run_1/m1.png
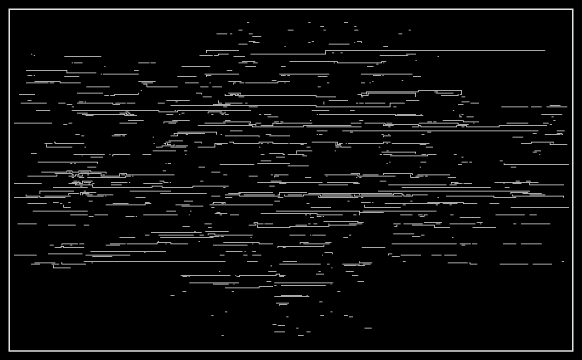
run_1/m2.png
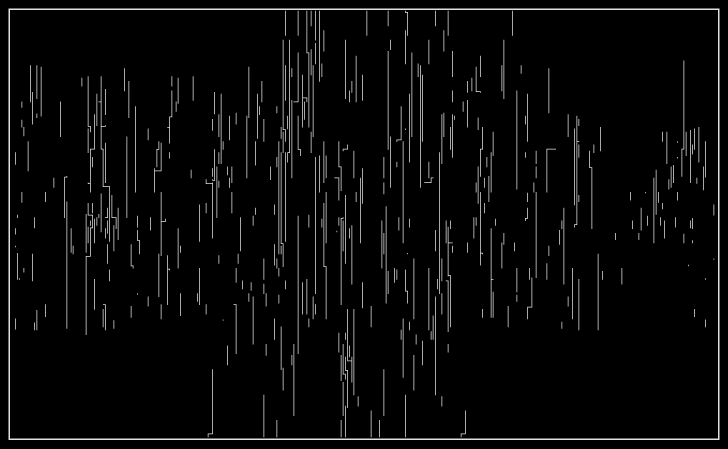
run_1/m3.png
The bar under the picture is 50 um long. Cells faint in the background.
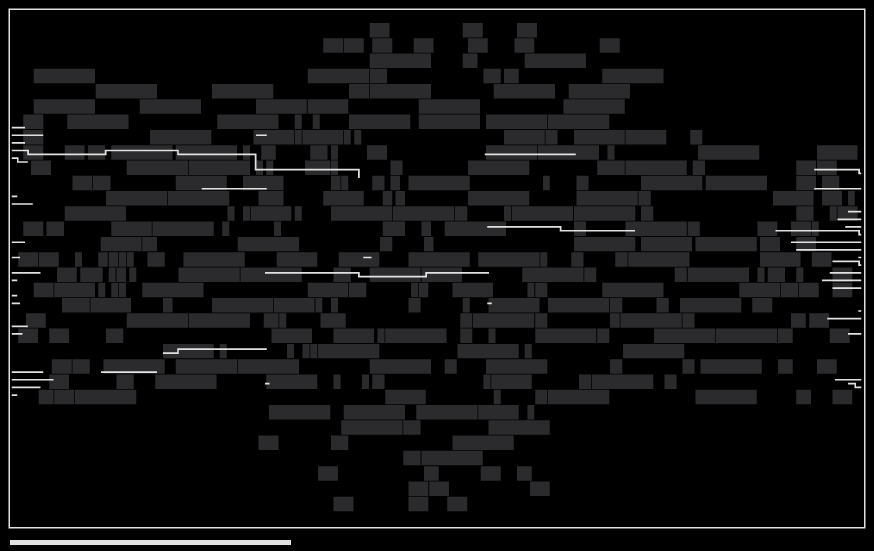
===== src/rtl/pipelined_ripple_adder_pkg.sv =====
// Shared definitions for the pipelined ripple add/subtract unit: mode encoding
// and the chunk geometry derived from WIDTH and STAGES.
package pipelined_ripple_adder_pkg;

  localparam int DEFAULT_WIDTH  = 16;
  localparam int DEFAULT_STAGES = 4;

  // Mode bit as presented on in_sub.
  typedef enum logic {
    MODE_ADD = 1'b0,
    MODE_SUB = 1'b1
  } mode_e;

  // Bits rippled by each pipeline stage.
  function automatic int chunk_width(input int width, input int stages);
    return width / stages;
  endfunction

  // Legal geometry: at least one stage, no more stages than bits, even split.
  function automatic bit geometry_ok(input int width, input int stages);
    return (stages >= 1) && (stages <= width) && ((width % stages) == 0);
  endfunction

endpackage


===== src/rtl/pipelined_ripple_adder_fa_cell.sv =====
// Single-bit full adder built from two half adders and an OR of their carries.
module fa_cell (
  input  logic a,
  input  logic b,
  input  logic cin,
  output logic s,
  output logic cout
);

  logic p;
  logic g_ab;
  logic g_pc;

  assign p    = a ^ b;
  assign g_ab = a & b;
  assign s    = p ^ cin;
  assign g_pc = p & cin;
  assign cout = g_ab | g_pc;

endmodule


===== src/rtl/pipelined_ripple_adder.sv =====
// WIDTH-bit add/subtract unit split into STAGES registered ripple chunks, with
// operand skew and result de-skew so every beat leaves in one piece.
module pipelined_ripple_adder
  import pipelined_ripple_adder_pkg::*;
#(
  parameter int WIDTH  = DEFAULT_WIDTH,
  parameter int STAGES = DEFAULT_STAGES
) (
  input  logic             clk,
  input  logic             rst,
  input  logic             in_valid,
  output logic             in_ready,
  input  logic [WIDTH-1:0] in_a,
  input  logic [WIDTH-1:0] in_b,
  input  logic             in_cin,
  input  logic             in_sub,
  output logic             out_valid,
  input  logic             out_ready,
  output logic [WIDTH-1:0] out_sum,
  output logic             out_cout,
  output logic             out_ovf
);

  localparam int CHUNK = chunk_width(WIDTH, STAGES);

  if (!geometry_ok(WIDTH, STAGES)) begin : g_bad_geometry
    $error("pipelined_ripple_adder: STAGES must divide WIDTH and satisfy 1 <= STAGES <= WIDTH");
  end

  logic              adv;
  logic [STAGES-1:0] valid_reg;
  logic [STAGES-1:0] carry_reg;
  logic [STAGES-1:0] carry_next;
  logic [STAGES-1:0] chunk_cin;
  logic              ovf_reg;
  logic              ovf_next;
  logic              c0;
  logic [WIDTH-1:0]  b_eff;
  logic [WIDTH-1:0]  op_a;
  logic [WIDTH-1:0]  op_b;
  logic [WIDTH-1:0]  sum_w;
  logic [WIDTH-1:0]  res_w;

  // The whole pipe moves as one: it stalls only when a finished beat is refused.
  assign adv      = !valid_reg[STAGES-1] | out_ready;
  assign in_ready = adv;

  // Subtraction is A + ~B + 1; the inversion happens on entry so the mode
  // never needs to be carried down the pipe explicitly.
  assign b_eff = (mode_e'(in_sub) == MODE_SUB) ? ~in_b : in_b;
  assign c0    = (mode_e'(in_sub) == MODE_SUB) ? 1'b1 : in_cin;

  always_ff @(posedge clk) begin
    if (rst) begin
      valid_reg <= '0;
      carry_reg <= '0;
      ovf_reg   <= 1'b0;
    end else if (adv) begin
      valid_reg[0] <= in_valid;
      for (int k = 1; k < STAGES; k++) begin
        valid_reg[k] <= valid_reg[k-1];
      end
      carry_reg <= carry_next;
      ovf_reg   <= ovf_next;
    end
  end

  for (genvar gi = 0; gi < STAGES; gi++) begin : g_chunk
    localparam int LO     = gi * CHUNK;
    localparam int DESKEW = STAGES - gi;

    logic [CHUNK-1:0] res_pipe [DESKEW];

    if (gi == 0) begin : g_direct
      assign op_a[LO +: CHUNK] = in_a[LO +: CHUNK];
      assign op_b[LO +: CHUNK] = b_eff[LO +: CHUNK];
      assign chunk_cin[gi]     = c0;
    end else begin : g_skew
      // Chunk gi waits gi cycles so it meets the carry of its own beat.
      logic [CHUNK-1:0] a_skew [gi];
      logic [CHUNK-1:0] b_skew [gi];

      always_ff @(posedge clk) begin
        if (adv) begin
          a_skew[0] <= in_a[LO +: CHUNK];
          b_skew[0] <= b_eff[LO +: CHUNK];
          for (int j = 1; j < gi; j++) begin
            a_skew[j] <= a_skew[j-1];
            b_skew[j] <= b_skew[j-1];
          end
        end
      end

      assign op_a[LO +: CHUNK] = a_skew[gi-1];
      assign op_b[LO +: CHUNK] = b_skew[gi-1];
      assign chunk_cin[gi]     = carry_reg[gi-1];
    end

    // Finished chunk gi is held back until the last chunk of its beat is done.
    always_ff @(posedge clk) begin
      if (rst) begin
        for (int j = 0; j < DESKEW; j++) begin
          res_pipe[j] <= '0;
        end
      end else if (adv) begin
        res_pipe[0] <= sum_w[LO +: CHUNK];
        for (int j = 1; j < DESKEW; j++) begin
          res_pipe[j] <= res_pipe[j-1];
        end
      end
    end

    assign res_w[LO +: CHUNK] = res_pipe[DESKEW-1];
  end

  for (genvar gi = 0; gi < WIDTH; gi++) begin : g_bit
    logic ci;
    logic co;

    if ((gi % CHUNK) == 0) begin : g_chunk_start
      assign ci = chunk_cin[gi / CHUNK];
    end else begin : g_ripple
      assign ci = g_bit[gi-1].co;
    end

    fa_cell u_fa (
      .a    (op_a[gi]),
      .b    (op_b[gi]),
      .cin  (ci),
      .s    (sum_w[gi]),
      .cout (co)
    );

    if ((gi % CHUNK) == (CHUNK - 1)) begin : g_chunk_end
      assign carry_next[gi / CHUNK] = co;
    end
  end

  // Signed overflow: carry into the MSB disagrees with carry out of it.
  assign ovf_next = g_bit[WIDTH-1].ci ^ g_bit[WIDTH-1].co;

  assign out_valid = valid_reg[STAGES-1];
  assign out_sum   = res_w;
  assign out_cout  = carry_reg[STAGES-1];
  assign out_ovf   = ovf_reg;

endmodule

===== config.mk =====
export PLATFORM = sky130hd
export DESIGN_NAME = pipelined_ripple_adder
export DESIGN_NICKNAME = d
export VERILOG_FILES = /design/src/rtl/pipelined_ripple_adder_pkg.sv /design/src/rtl/pipelined_ripple_adder_fa_cell.sv /design/src/rtl/pipelined_ripple_adder.sv
export SDC_FILE = /design/constraint.sdc
export NUM_CORES = 1
export LEC_CHECK = 0
export CORE_ASPECT_RATIO = 0.6
export CORE_UTILIZATION = 29
export CTS_CLUSTER_SIZE = 12
export DETAILED_ROUTE_END_ITERATION = 10
export GPL_ROUTABILITY_DRIVEN = 0
export GPL_TIMING_DRIVEN = 0
export PLACE_DENSITY = 0.55
export SLEW_MARGIN = 20
export SYNTH_ARGS = -nofsm -noshare
export SYNTH_HDL_FRONTEND = slang
export SYNTH_SLANG_ARGS = --single-unit

===== constraint.sdc =====
create_clock -name clk -period 3.9 [get_ports clk]
set_clock_uncertainty 0.05 [all_clocks]
set_input_delay 0.78 -clock clk [delete_from_list [all_inputs] [get_ports clk]]
set_output_delay 0.78 -clock clk [all_outputs]
set_load 0.01 [all_outputs]

==> results.json, run 1 <==
{
  "final_cell_area_um2": 5007,
  "drtIter0Drc": 105,
  "min-delay-start": "g_chunk[2].g_skew.b_skew[0][1]$_DFFE_PP_",
  "slew_headroom_pct": 78.14,
  "cp-startpoint": "out_ready",
  "syn_to_final_growth_pct": 27.94,
  "numCtsBuffers": 9,
  "placed_cell_area_um2": 4710,
  "grt.overflow.total": 0,
  "fp_nets": 295,
  "cts_resized": 0,
  "finalCriticalPeriod_ns": 3.297,
  "start_kind": "input pin",
  "route.antenna.remaining_nets": 0,
  "wl_um": 6013,
  "largest_area_cell": "edfxtp_1",
  "worstPathRequired_ns": 3.07,
  "dieArea_um2": 13980,
  "met1Wirelength_um": 3036,
  "rsz0062_at_grt": "no",
  "ys_top_logic_family": "simple AND/OR/NAND/NOR gates",
  "grt_pass1_wl_um": 9942,
  "warnings": 26,
  "p_leak_nw": 1.984,
  "outcome": "finished, violations left",
  "cp_max_fo": 58,
  "row_count": 32,
  "hold_viol_final": 0,
  "max_slew.worst_pin.slew_ns": 0.3279,
  "power.total_mw": 2.410,
  "cts_num_sinks": 97,
  "ys_sh_mux_pct": 0,
  "clkTransAtPathRegs_ns": 0.06,
  "clk_latency_ns": 0.34,
  "dr.pass1.iters": 7,
  "met3_length_um": 345,
  "drcViolationCount": 8,
  "hold_class": "register to register",
  "vias": 1871,
  "slew_viol_final": 0,
  "worst_slack_ns": 0.6029,
  "aoi_share_pct": 1.598,
  "cap_violations": 0,
  "yosys_cells": 241,
  "clk_path_buf_depth": 2,
  "vdd_drop_max_mv": 0.2194,
  "cts_tree": "built",
  "crit_arrival_ns": 2.47,
  "ys_types": 20,
  "area_leaders": "edfxtp_1 68%, fa_1 8.2%, and2_1 5.0%, dfxtp_1 4.6%, xor2_1 2.9%",
  "fp.dieH_um": 91.99,
  "syn_inst": 241,
  "port_buffers": 56,
  "fa_ha_area_share_pct": 8.184,
  "wl_met2_um": 2545,
  "violations": "design-rule violations",
  "p_per_area_nw_per_um2": 481.4,
  "setup_tns_ns": 0,
  "groute.usage.overall_pct": 9.710,
  "drive_above_1_share_pct": 12.74,
  "finish.utilization_pct": 38.48,
  "period_used_pct": 84.54,
  "viasPerCell": 3.866,
  "antenna_cells": 0,
  "synth_seq_share_pct": 72.12,
  "grt_max_degree": 59,
  "critPathCaptureType": "output pin",
  "io_pins": 58,
  "worst_r2r_startpoint": "g_chunk[3].g_skew.b_skew[0][8]$_DFFE_PP_",
  "avgSynthCellArea_um2": 16.24,
  "post-cts-setup-buffer-count": 0,
  "cts_root_buffer": "clkbuf_16",
  "synth_xor_xnor_area_share_pct": 3.804,
  "crit_type": "input pin to output pin",
  "reg.largest.list": "g_chunk.res_pipe x40, g_chunk.g_skew.a_skew x24, g_chunk.g_skew.b_skew x24",
  "routedWlPerCell_um": 12.42,
  "antenna_found_initial": 0,
  "fp_util_pct": 30.08,
  "setup_viol": 0,
  "ys_sh_simple_pct": 8.312,
  "ys_chip_area_um2": 3914,
  "pre_cts_slack_ns": 0.3280,
  "num-nets-final": 363,
  "largest_reg_flops": 40,
  "top_layer_used": "met4",
  "htree_levels": 3,
  "place.detailed.hpwl_um": 4064,
  "hold_buffers": 0,
  "core_area_um2": 13010,
  "ys_ff": 97,
  "die_w_um": 152.0,
  "grt_pass1_vias": 1968,
  "fillers": 1234
}
About m1.png:
share of all routed wire	50%
longest straight run	59.3 um
main direction	horizontal
nets with wire on the layer	333
wire length on this layer	3040 um

About m2.png:
wire length on this layer	2550 um
longest straight run	30.3 um
main direction	vertical
share of all routed wire	42%

About m3.png:
nets with wire on the layer	39
wire length on this layer	346 um
share of all routed wire	5.8%
main direction	horizontal
longest straight run	18.4 um

==> run 1: kinds of logic (layout without fill, tap and decap cells) <==
kind of cell,Yosys count,count (layout)
flops,97,97
compound gates,8,8
fa+ha+maj,16,16
xor+xnor,17,17
buf+inv,43,116
simple gates,60,60
==> run 1: layout by cell type (no fill, tap or decap) <==
cell             synthesis  layout
a211oi_2                 3       3
a21oi_1                  5       5
and2_1                  31      31
buf_12                   1       2
buf_2                    2       2
buf_4                   10      10
buf_6                    1       1
bufinv_16                0       1
clkbuf_1                 0       1
clkbuf_16                0       9
clkbuf_2                 3       3
clkbuf_8                 0       1
clkdlybuf4s50_1          0      56
clkinv_2                 0       2
clkinvlp_4               0       2
dfxtp_1                  9       9
edfxtp_1                88      88
fa_1                    16      16
inv_1                   25      25
inv_6                    1       1
nand2_1                 10      10
nand2b_1                 2       1
nand2b_2                 0       1
nor2_1                  15      15
nor2_4                   1       1
nor2b_4                  1       1
xnor2_1                  4       4
xor2_1                  13      13
==> run 1: synthesized netlist by cell type <==
library cell,count
buf_12,1
a21oi_1,5
edfxtp_1,88
buf_6,1
nand2b_1,2
nor2_1,15
clkbuf_2,3
buf_2,2
nor2b_4,1
inv_1,25
buf_4,10
xor2_1,13
nor2_4,1
xnor2_1,4
fa_1,16
inv_6,1
dfxtp_1,9
a211oi_2,3
and2_1,31
nand2_1,10
==> run 1: path summary, 6_finish.rpt <==
check | depth (start not counted) | end | slack (ns)
min | 0 | g_chunk[2].g_skew.b_skew[0][5]$_DFFE_PP_ | 0.37
min reg2reg | 0 | g_chunk[2].g_skew.b_skew[0][5]$_DFFE_PP_ | 0.37
max reg2reg | 8 | g_chunk[3].res_pipe[0][3]$_SDFFCE_PN0P_ | 1.41
max | 6 | in_ready | 0.60
==> run 1: report_power, final <==
group	switching, mW	total, mW	internal (mW)
Sequential	0.0289	1.28	1.25
Clock	0.357	0.869	0.512
Combinational	0.113	0.261	0.148
Total	0.499	2.41	1.91
==> run 1: metal layers <==
layer / vias up / track usage (%)
met1: 889 / 13.01
li1: 923 / -
met4: 0 / 3.571
met5: - / 0
met3: 11 / 3.970
met2: 48 / 14.04
==> run 1: through the flow <==
step | cells | hold WS (ns)
after floorplan | 241 | 0.3503
after global placement | 467 | 0.3532
after detailed placement | 468 | 0.3545
after CTS | 484 | 0.3693
after global routing | 484 | 0.3737
final | 484 | 0.3687
==> run 1: critical path: stages <==
cell and delay, ns:
clkdlybuf4s50_1 0.51, nor2b_4 0.05, buf_6 0.14, inv_6 0.07, buf_12 0.28, clkdlybuf4s50_1 0.60
==> run 1: cell type report <==
class | instances | area, um^2 | area share [%]
tap | 170 | 212.7 | 4.248
inverter | 26 | 102.6 | 2.049
timing repair buffer | 57 | 580.6 | 11.59
clock inverter | 5 | 55.05 | 1.099
multi-input combinational | 101 | 859.6 | 17.17
buffer | 17 | 131.4 | 2.624
sequential | 97 | 2823 | 56.37
clock buffer | 11 | 242.7 | 4.848
==> run 1 -> run 2 <==
==> constraint.sdc (replaced) <==
create_clock -name clk -period 3.3 [get_ports clk]
set_clock_uncertainty 0.05 [all_clocks]
set_input_delay 0.66 -clock clk [delete_from_list [all_inputs] [get_ports clk]]
set_output_delay 0.66 -clock clk [all_outputs]
set_load 0.01 [all_outputs]
run_2/m2.png
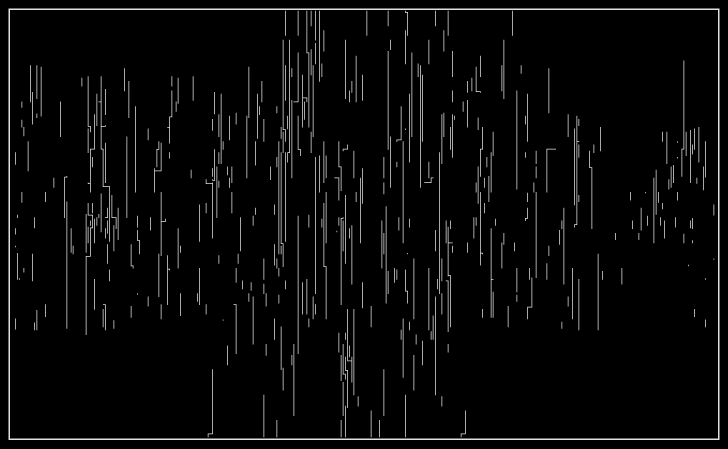
nets with wire on the layer	282
main direction	vertical

run_2/m3.png
The bar under the picture is 50 um long. Cells faint in the background.
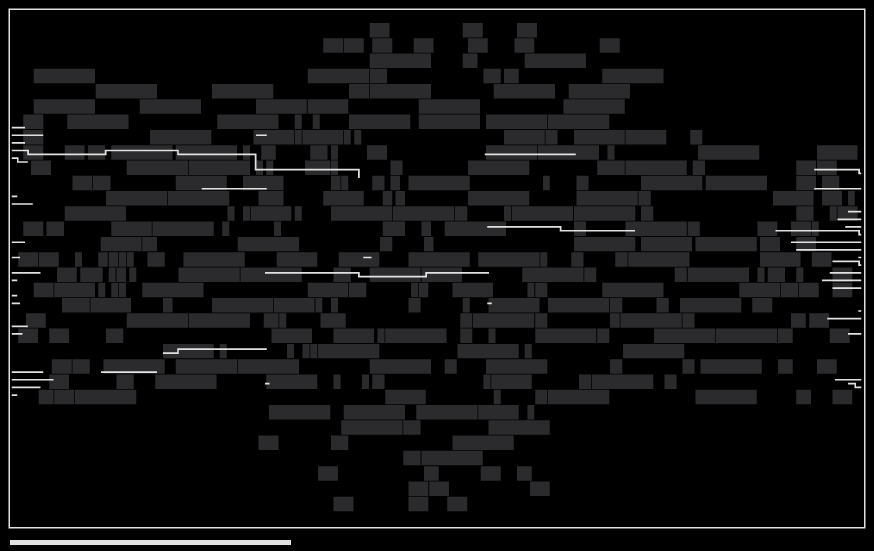
longest straight run	18.4 um
main direction	horizontal

==> run 2 against run 1 <==
  * Global-route usage unchanged
  * Critical path depth unchanged
  * Largest cell class unchanged
  * Largest power group unchanged
  * Setup slack worse by 0.36 ns
  * Wire length unchanged
  * The run still ends with design-rule violations left
  * Clock power up about 20%
  * Critical endpoint unchanged
  * Die size unchanged
  * Register-to-register slack worse by 0.60 ns
  * Final cell count unchanged
  * Flip-flop count unchanged
  * Worst hold slack unchanged
==> results.json, run 2 <==
{
  "numCtsBuffers": 9,
  "hold_buffers": 0,
  "grt_max_degree": 59,
  "p_leak_nw": 1.984,
  "warnings": 26,
  "vias": 1871,
  "r2r_cells": 8,
  "rsz0062_at_grt": "no",
  "fin_cells": 484,
  "cp-startpoint": "out_ready",
  "critPathCaptureType": "output pin",
  "cts_resized": 0,
  "core_area_um2": 13010,
  "syn_to_final_growth_pct": 27.94,
  "setup_viol": 0,
  "slew_viol_final": 0,
  "die_w_um": 152.0,
  "final_cell_mix": "88 x edfxtp_1, 56 x clkdlybuf4s50_1, 31 x and2_1",
  "min_to": "g_chunk[2].g_skew.b_skew[0][5]$_DFFE_PP_",
  "area_leaders": "edfxtp_1 68%, fa_1 8.2%, and2_1 5.0%, dfxtp_1 4.6%, xor2_1 2.9%",
  "max_clock_freq_ghz": 0.3271,
  "ff_type": "edfxtp_1",
  "wl_um": 6013,
  "common_cells": "88 x edfxtp_1, 31 x and2_1, 25 x inv_1",
  "worstPathRequired_ns": 2.59,
  "avgSynthCellArea_um2": 16.24,
  "dieArea_um2": 13980,
  "port_buffers": 56,
  "cts_num_sinks": 97,
  "io_pins": 58,
  "slew_headroom_pct": 78.14,
  "rrSetupSlack_ns": 0.81,
  "fp_nets": 295,
  "htree_levels": 3,
  "worst_r2r_startpoint": "g_chunk[3].g_skew.b_skew[0][8]$_DFFE_PP_",
  "clkTransAtPathRegs_ns": 0.06,
  "worst_slack_ns": 0.2429,
  "num-nets-final": 363,
  "largest_reg_flops": 40,
  "ys_ff": 97,
  "grt_pass1_wl_um": 9942,
  "fp.dieH_um": 91.99,
  "pre_cts_slack_ns": -0.1520,
  "start_kind": "input pin",
  "max_slew.worst_pin.slew_ns": 0.3279,
  "clk_latency_ns": 0.34,
  "top_cell_area_share_pct": 67.52,
  "synth_top_cell_by_count": "edfxtp_1",
  "cts_tree": "built",
  "cap_violations": 0,
  "cts_root_buffer": "clkbuf_16",
  "viasPerCell": 3.866,
  "clk_path_buf_depth": 2,
  "hold_depth": 0,
  "place.detailed.hpwl_um": 4064,
  "min-delay-start": "g_chunk[2].g_skew.b_skew[0][1]$_DFFE_PP_",
  "violations": "design-rule violations",
  "regMostFlops": "g_chunk.res_pipe",
  "drtIter0Drc": 105,
  "grt_pass1_vias": 1968,
  "ys_chip_area_um2": 3914,
  "ys_types": 20,
  "dp.cells": 468,
  "groute.usage.overall_pct": 9.710,
  "finalCriticalPeriod_ns": 3.057,
  "crit_type": "input pin to output pin",
  "enable_flop_cells": 88,
  "p_per_area_nw_per_um2": 568.9,
  "crit_arrival_ns": 2.35,
  "yosys_cells": 241,
  "cp_max_fo": 58,
  "synth_seq_share_pct": 72.12,
  "yosys_warnings": 0,
  "fp_util_pct": 30.08,
  "dr.pass1.iters": 7,
  "outcome": "finished, violations left",
  "setup_tns_ns": 0,
  "hold_viol_final": 0,
  "reg2reg_to": "g_chunk[3].res_pipe[0][3]$_SDFFCE_PN0P_",
  "period_used_pct": 92.64,
  "route.antenna.remaining_nets": 0,
  "routedWlPerCell_um": 12.42,
  "synth-async-reset-ratio_pct": 0,
  "antenna_found_initial": 0,
  "grt.overflow.total": 0,
  "drcViolationCount": 8,
  "row_count": 32,
  "final_common_cell": "edfxtp_1",
  "syn_area_um2": 3914,
  "hold_class": "register to register",
  "vdd_drop_max_mv": 0.2593,
  "drive_above_1_share_pct": 12.74,
  "syn_inst": 241,
  "antenna_cells": 0,
  "reg.largest.list": "g_chunk.res_pipe x40, g_chunk.g_skew.a_skew x24, g_chunk.g_skew.b_skew x24",
  "post-cts-setup-buffer-count": 0,
  "largest_area_cell": "edfxtp_1"
}
run_2/m4.png
The bar under the picture is 50 um long.
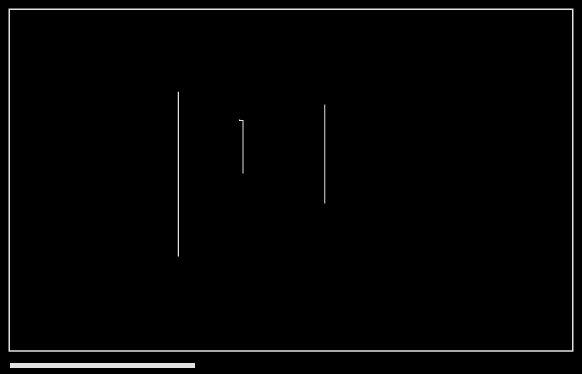
main direction	vertical
wire length on this layer	85.9 um
longest straight run	44.2 um
nets with wire on the layer	2

## run 2: cells by family after synthesis
kind of cell | share of synthesized area [%]
compound gates | 1.598
xor+xnor | 3.804
fa+ha+maj | 8.184
buf+inv | 5.978
flops | 72.12
simple gates | 8.312
## run 2: how the worst max path moves through the flow
stage                                                    to  slack [ns]
global route        g_chunk[0].res_pipe[0][3]$_SDFFCE_PN0P_        0.16
detailed placement  g_chunk[0].res_pipe[0][3]$_SDFFCE_PN0P_       -0.15
floorplan           g_chunk[0].res_pipe[0][3]$_SDFFCE_PN0P_        0.13
global placement    g_chunk[3].res_pipe[0][1]$_SDFFCE_PN0P_       -0.14
CTS                                                in_ready        0.23
finish                                             in_ready        0.24
## run 2: cell type report
| type | count | area (um^2) |
|---|---|---|
| Clock inverter | 5 | 55.05 |
| Timing Repair Buffer | 57 | 580.6 |
| Sequential cell | 97 | 2823 |
| Fill cell | 1234 | 8005 |
| Tap cell | 170 | 212.7 |
| Buffer | 17 | 131.4 |
| Clock buffer | 11 | 242.7 |
| Multi-Input combinational cell | 101 | 859.6 |
| Inverter | 26 | 102.6 |
## run 2: per-layer routing
layer | part of all wire [%] | vias to the layer above | global-route usage, %
met2 | 42 | 48 | 14.04
met1 | 50 | 889 | 13.01
met3 | 5.7 | 11 | 3.970
met4 | 1.4 | 0 | 3.571
met5 | 0 | - | 0
li1 | - | 923 | -
## run 2: power by group
| part | leakage (nW) | internal, mW | total (mW) | switching (mW) |
|---|---|---|---|---|
| Sequential | 1.06 | 1.48 | 1.51 | 0.0341 |
| Clock | 0.142 | 0.605 | 1.03 | 0.422 |
| Combinational | 0.787 | 0.174 | 0.308 | 0.134 |
## run 2: through the flow
step	util (%)	hold slack [ns]	power [mW]	instance area, um^2
6_report	38.48	0.3687	2.849	5007
5_1_grt	38.48	0.3737	2.986	5007
4_1_cts	38.48	0.3693	2.900	5007
3_5_place_dp	36.19	0.3545	1.858	4710
3_3_place_gp	36.02	0.3532	1.851	4687
2_1_floorplan	-	0.3503	1.698	3914
## run 2: critical path, cell delays in order
cell and delay [ns]:
clkdlybuf4s50_1 0.51, nor2b_4 0.05, buf_6 0.14, inv_6 0.07
buf_12 0.28, clkdlybuf4s50_1 0.60
run_2/congestion_map.png
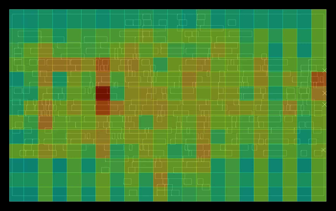

==> run 2 -> run 3 <==
--- a/config.mk
+++ b/config.mk
@@ -6,12 +6,14 @@
 export NUM_CORES = 1
 export LEC_CHECK = 0
 export CORE_ASPECT_RATIO = 0.6
+export CORE_MARGIN = 2
 export CORE_UTILIZATION = 29
 export CTS_CLUSTER_SIZE = 12
 export DETAILED_ROUTE_END_ITERATION = 10
 export GPL_ROUTABILITY_DRIVEN = 0
 export GPL_TIMING_DRIVEN = 0
-export PLACE_DENSITY = 0.55
+export PLACE_DENSITY_LB_ADDON = 0.3
+export REMOVE_ABC_BUFFERS = 1
 export SLEW_MARGIN = 20
 export SYNTH_ARGS = -nofsm -noshare
 export SYNTH_HDL_FRONTEND = slang
run_3/congestion_map.png
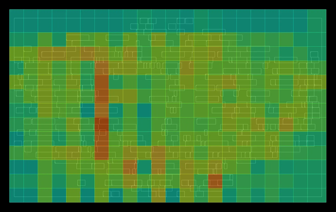
grt met2 use: 13.42%
M1 GR Usage: 11.77%
WL/cell: 12.71 um

run_3/m2.png
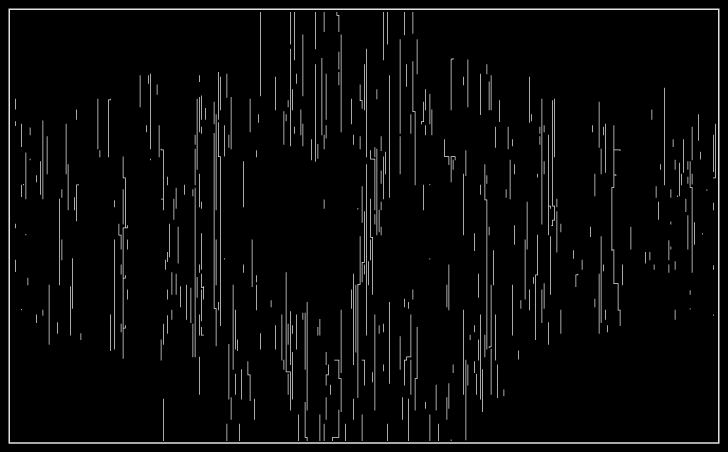
share of all routed wire	45%
nets with wire on the layer	276

==> run 3 against run 2 <==
  * Critical endpoint is now g_chunk[0].res_pipe[0][3]$_SDFFCE_PN0P_
  * Largest cell class unchanged
  * Worst hold slack hardly changed
  * First-iteration DRC count is 20% higher
  * Final cell count is 3.3% lower
  * Synthesized cell count stayed put
  * Wire length is 1.1% lower
  * Global-route usage is 0.64 points lower
  * Critical path type is now input pin to register
  * Design area is 1.4% lower
  * Critical path depth is 2 higher
  * The run now ends clean
  * Flip-flop count stayed put
  * Clock-buffer cell count is 1 lower
==> results.json, run 3 <==
{
  "yosys_warnings": 0,
  "crit_arrival_ns": 3.18,
  "clockPowerShare_pct": 40.1,
  "setup_viol": 0,
  "dieArea_um2": 14470,
  "htree_levels": 3,
  "yosys_cells": 241,
  "min-delay-start": "g_chunk[3].g_skew.a_skew[0][0]$_DFFE_PP_",
  "fillers": 1217,
  "cts_num_sinks": 97,
  "area_leaders": "edfxtp_1 68%, fa_1 8.2%, and2_1 5.0%, dfxtp_1 4.6%, xor2_1 2.9%",
  "cap_violations": 0,
  "syn_area_um2": 3914,
  "final_cell_area_um2": 4935,
  "vdd_drop_max_mv": 0.2537,
  "fp.dieH_um": 93.99,
  "ys_types": 20,
  "ys_ff": 97,
  "dp.cells": 452,
  "power_frac_seq_pct": 50.2,
  "rrSetupSlack_ns": 0.76,
  "hold_class": "register to register",
  "clk_path_buf_depth": 2,
  "crit_type": "input pin to register",
  "largest_area_cell": "edfxtp_1",
  "cts_tree": "built",
  "ff_type": "edfxtp_1",
  "cts_root_buffer": "clkbuf_16",
  "syn_to_final_growth_pct": 26.09,
  "wl_um": 5949,
  "drtIter0Drc": 126,
  "synth_seq_share_pct": 72.12,
  "p_leak_nw": 1.931,
  "slew_viol_final": 0,
  "critPathCaptureType": "register",
  "power.total_mw": 3.014,
  "ys_chip_area_um2": 3914,
  "regMostFlops": "g_chunk.res_pipe",
  "start_kind": "input pin",
  "p_switching_uw": 609.6,
  "post-cts-setup-buffer-count": 0,
  "worstPathRequired_ns": 3.35,
  "intPower_mw": 2.405,
  "final_common_cell": "edfxtp_1",
  "synth-async-reset-ratio_pct": 0,
  "cp_max_fo": 17,
  "enable_flop_cells": 88,
  "place.detailed.hpwl_um": 3818,
  "common_cells": "88 x edfxtp_1, 31 x and2_1, 25 x inv_1",
  "grt_max_degree": 62,
  "cts_resized": 0,
  "viasPerCell": 3.874,
  "route.antenna.remaining_nets": 0,
  "row_count": 32,
  "synth_top_cell_by_count": "edfxtp_1",
  "final_cell_mix": "88 x edfxtp_1, 56 x clkdlybuf4s50_1, 31 x and2_1",
  "syn_inst": 241,
  "slew_headroom_pct": 54.80,
  "max_clock_freq_ghz": 0.3195,
  "drcViolationCount": 0,
  "placed_cell_area_um2": 4583,
  "rsz0062_at_grt": "no",
  "io_pins": 58,
  "warnings": 25,
  "numCtsBuffers": 9,
  "comb_area_um2": 859.6,
  "antenna_cells": 0,
  "dr.pass1.iters": 4,
  "combPwrFrac_pct": 9.7,
  "grt_pass1_wl_um": 9466,
  "avgSynthCellArea_um2": 16.24,
  "fp_util_pct": 30.08,
  "clk_latency_ns": 0.34,
  "hold_buffers": 0,
  "flop_area_um2": 2823,
  "finalCriticalPeriod_ns": 3.130,
  "groute.usage.overall_pct": 9.070,
  "outcome": "finished, final reports clean",
  "hold_viol_final": 0,
  "fin_cells": 468,
  "die_w_um": 154.0,
  "worst_r2r_startpoint": "g_chunk[3].g_skew.b_skew[0][8]$_DFFE_PP_",
  "period_used_pct": 94.84,
  "max_slew.worst_pin.slew_ns": 0.6759,
  "grt_pass1_vias": 1824,
  "antenna_found_initial": 0,
  "core_area_um2": 13010,
  "setup_tns_ns": 0,
  "cp-startpoint": "in_sub",
  "port_buffers": 57,
  "vias": 1813,
  "p_per_area_nw_per_um2": 610.9,
  "drive_above_1_share_pct": 8.389,
  "largest_reg_flops": 40,
  "num-nets-final": 347,
  "reg.largest.list": "g_chunk.res_pipe x40, g_chunk.g_skew.a_skew x24, g_chunk.g_skew.b_skew x24",
  "grt.overflow.total": 0,
  "top_cell_area_share_pct": 67.52,
  "clkTransAtPathRegs_ns": 0.07,
  "swShare_pct": 20.22
}
run_3/m4.png
The bar under the picture is 50 um long.
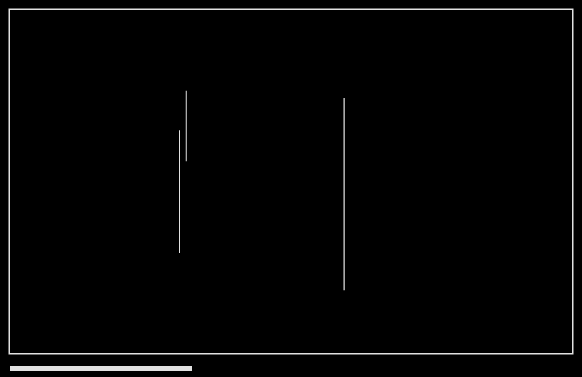
longest straight run	52.4 um
share of all routed wire	1.8%
wire length on this layer	105 um

==> run 3: logic make-up (layout without fill, tap and decap cells) <==
kind of cell             Yosys count  count (layout)  synth area share (%)
adder cells (fa/ha/maj)           16              16                 8.184
buffers and inverters             43             100                 5.978
flip-flops                        97              97                 72.12
AND/OR/NAND/NOR                   60              60                 8.312
AND-OR/OR-AND                      8               8                 1.598
XOR/XNOR                          17              17                 3.804
==> run 3: cell type report <==
type                       instances  share of cell area, %
clock buffer                      10                  4.843
clock inverter                     6                  2.282
inverter                          26                  2.079
multi-input combinational        101                  17.42
tap                              170                  4.310
sequential                        97                  57.20
timing repair buffer              58                  11.87
==> run 3: path summary, 6_finish.rpt <==
check / end / cells past startpoint
worst max-delay path: g_chunk[0].res_pipe[0][3]$_SDFFCE_PN0P_ / 8
worst min-delay path: g_chunk[3].g_skew.a_skew[0][4]$_DFFE_PP_ / 0
worst max register to register: out_ovf$_SDFFE_PP0P_ / 10
worst min register to register: g_chunk[3].g_skew.a_skew[0][4]$_DFFE_PP_ / 0
==> run 3: metrics by stage <==
| step | util (%) | hold WS [ns] | setup slack, ns |
|---|---|---|---|
| 3_5_place_dp | 35.22 | 0.3545 | -0.2471 |
| 6_report | 37.92 | 0.3686 | 0.1702 |
| 2_1_floorplan | - | 0.3503 | 0.4899 |
| 4_1_cts | 37.92 | 0.3708 | 0.1260 |
| 5_1_grt | 37.92 | 0.3745 | 0.04245 |
| 3_3_place_gp | 35.09 | 0.3514 | -1.083 |
==> run 3: layer usage <==
layer | vias to the layer above | GRT usage (%) | share of wire (%)
li1 | 892 | - | -
met1 | 868 | 11.77 | 48
met5 | - | 0 | 0
met2 | 42 | 13.42 | 45
met4 | 0 | 3.972 | 1.7
met3 | 11 | 3.690 | 5.0
==> run 3: critical path, stage by stage <==
cell and delay, ns:
buf_2 0.48, xnor2_1 0.19, fa_1 0.44, fa_1 0.39, fa_1 0.37, inv_1 0.07, fa_1 0.42, and2_1 0.16
==> run 3: power by group through the flow <==
stage	logic [mW]	clock network, mW	registers, mW
finish	0.292	1.21	1.51
floorplan	0.132	0	1.54
global route	0.331	1.29	1.52
global placement	0.292	0	1.54
CTS	0.301	1.25	1.52
detailed placement	0.298	0	1.54
Power is estimated from default activity; no workload was simulated.
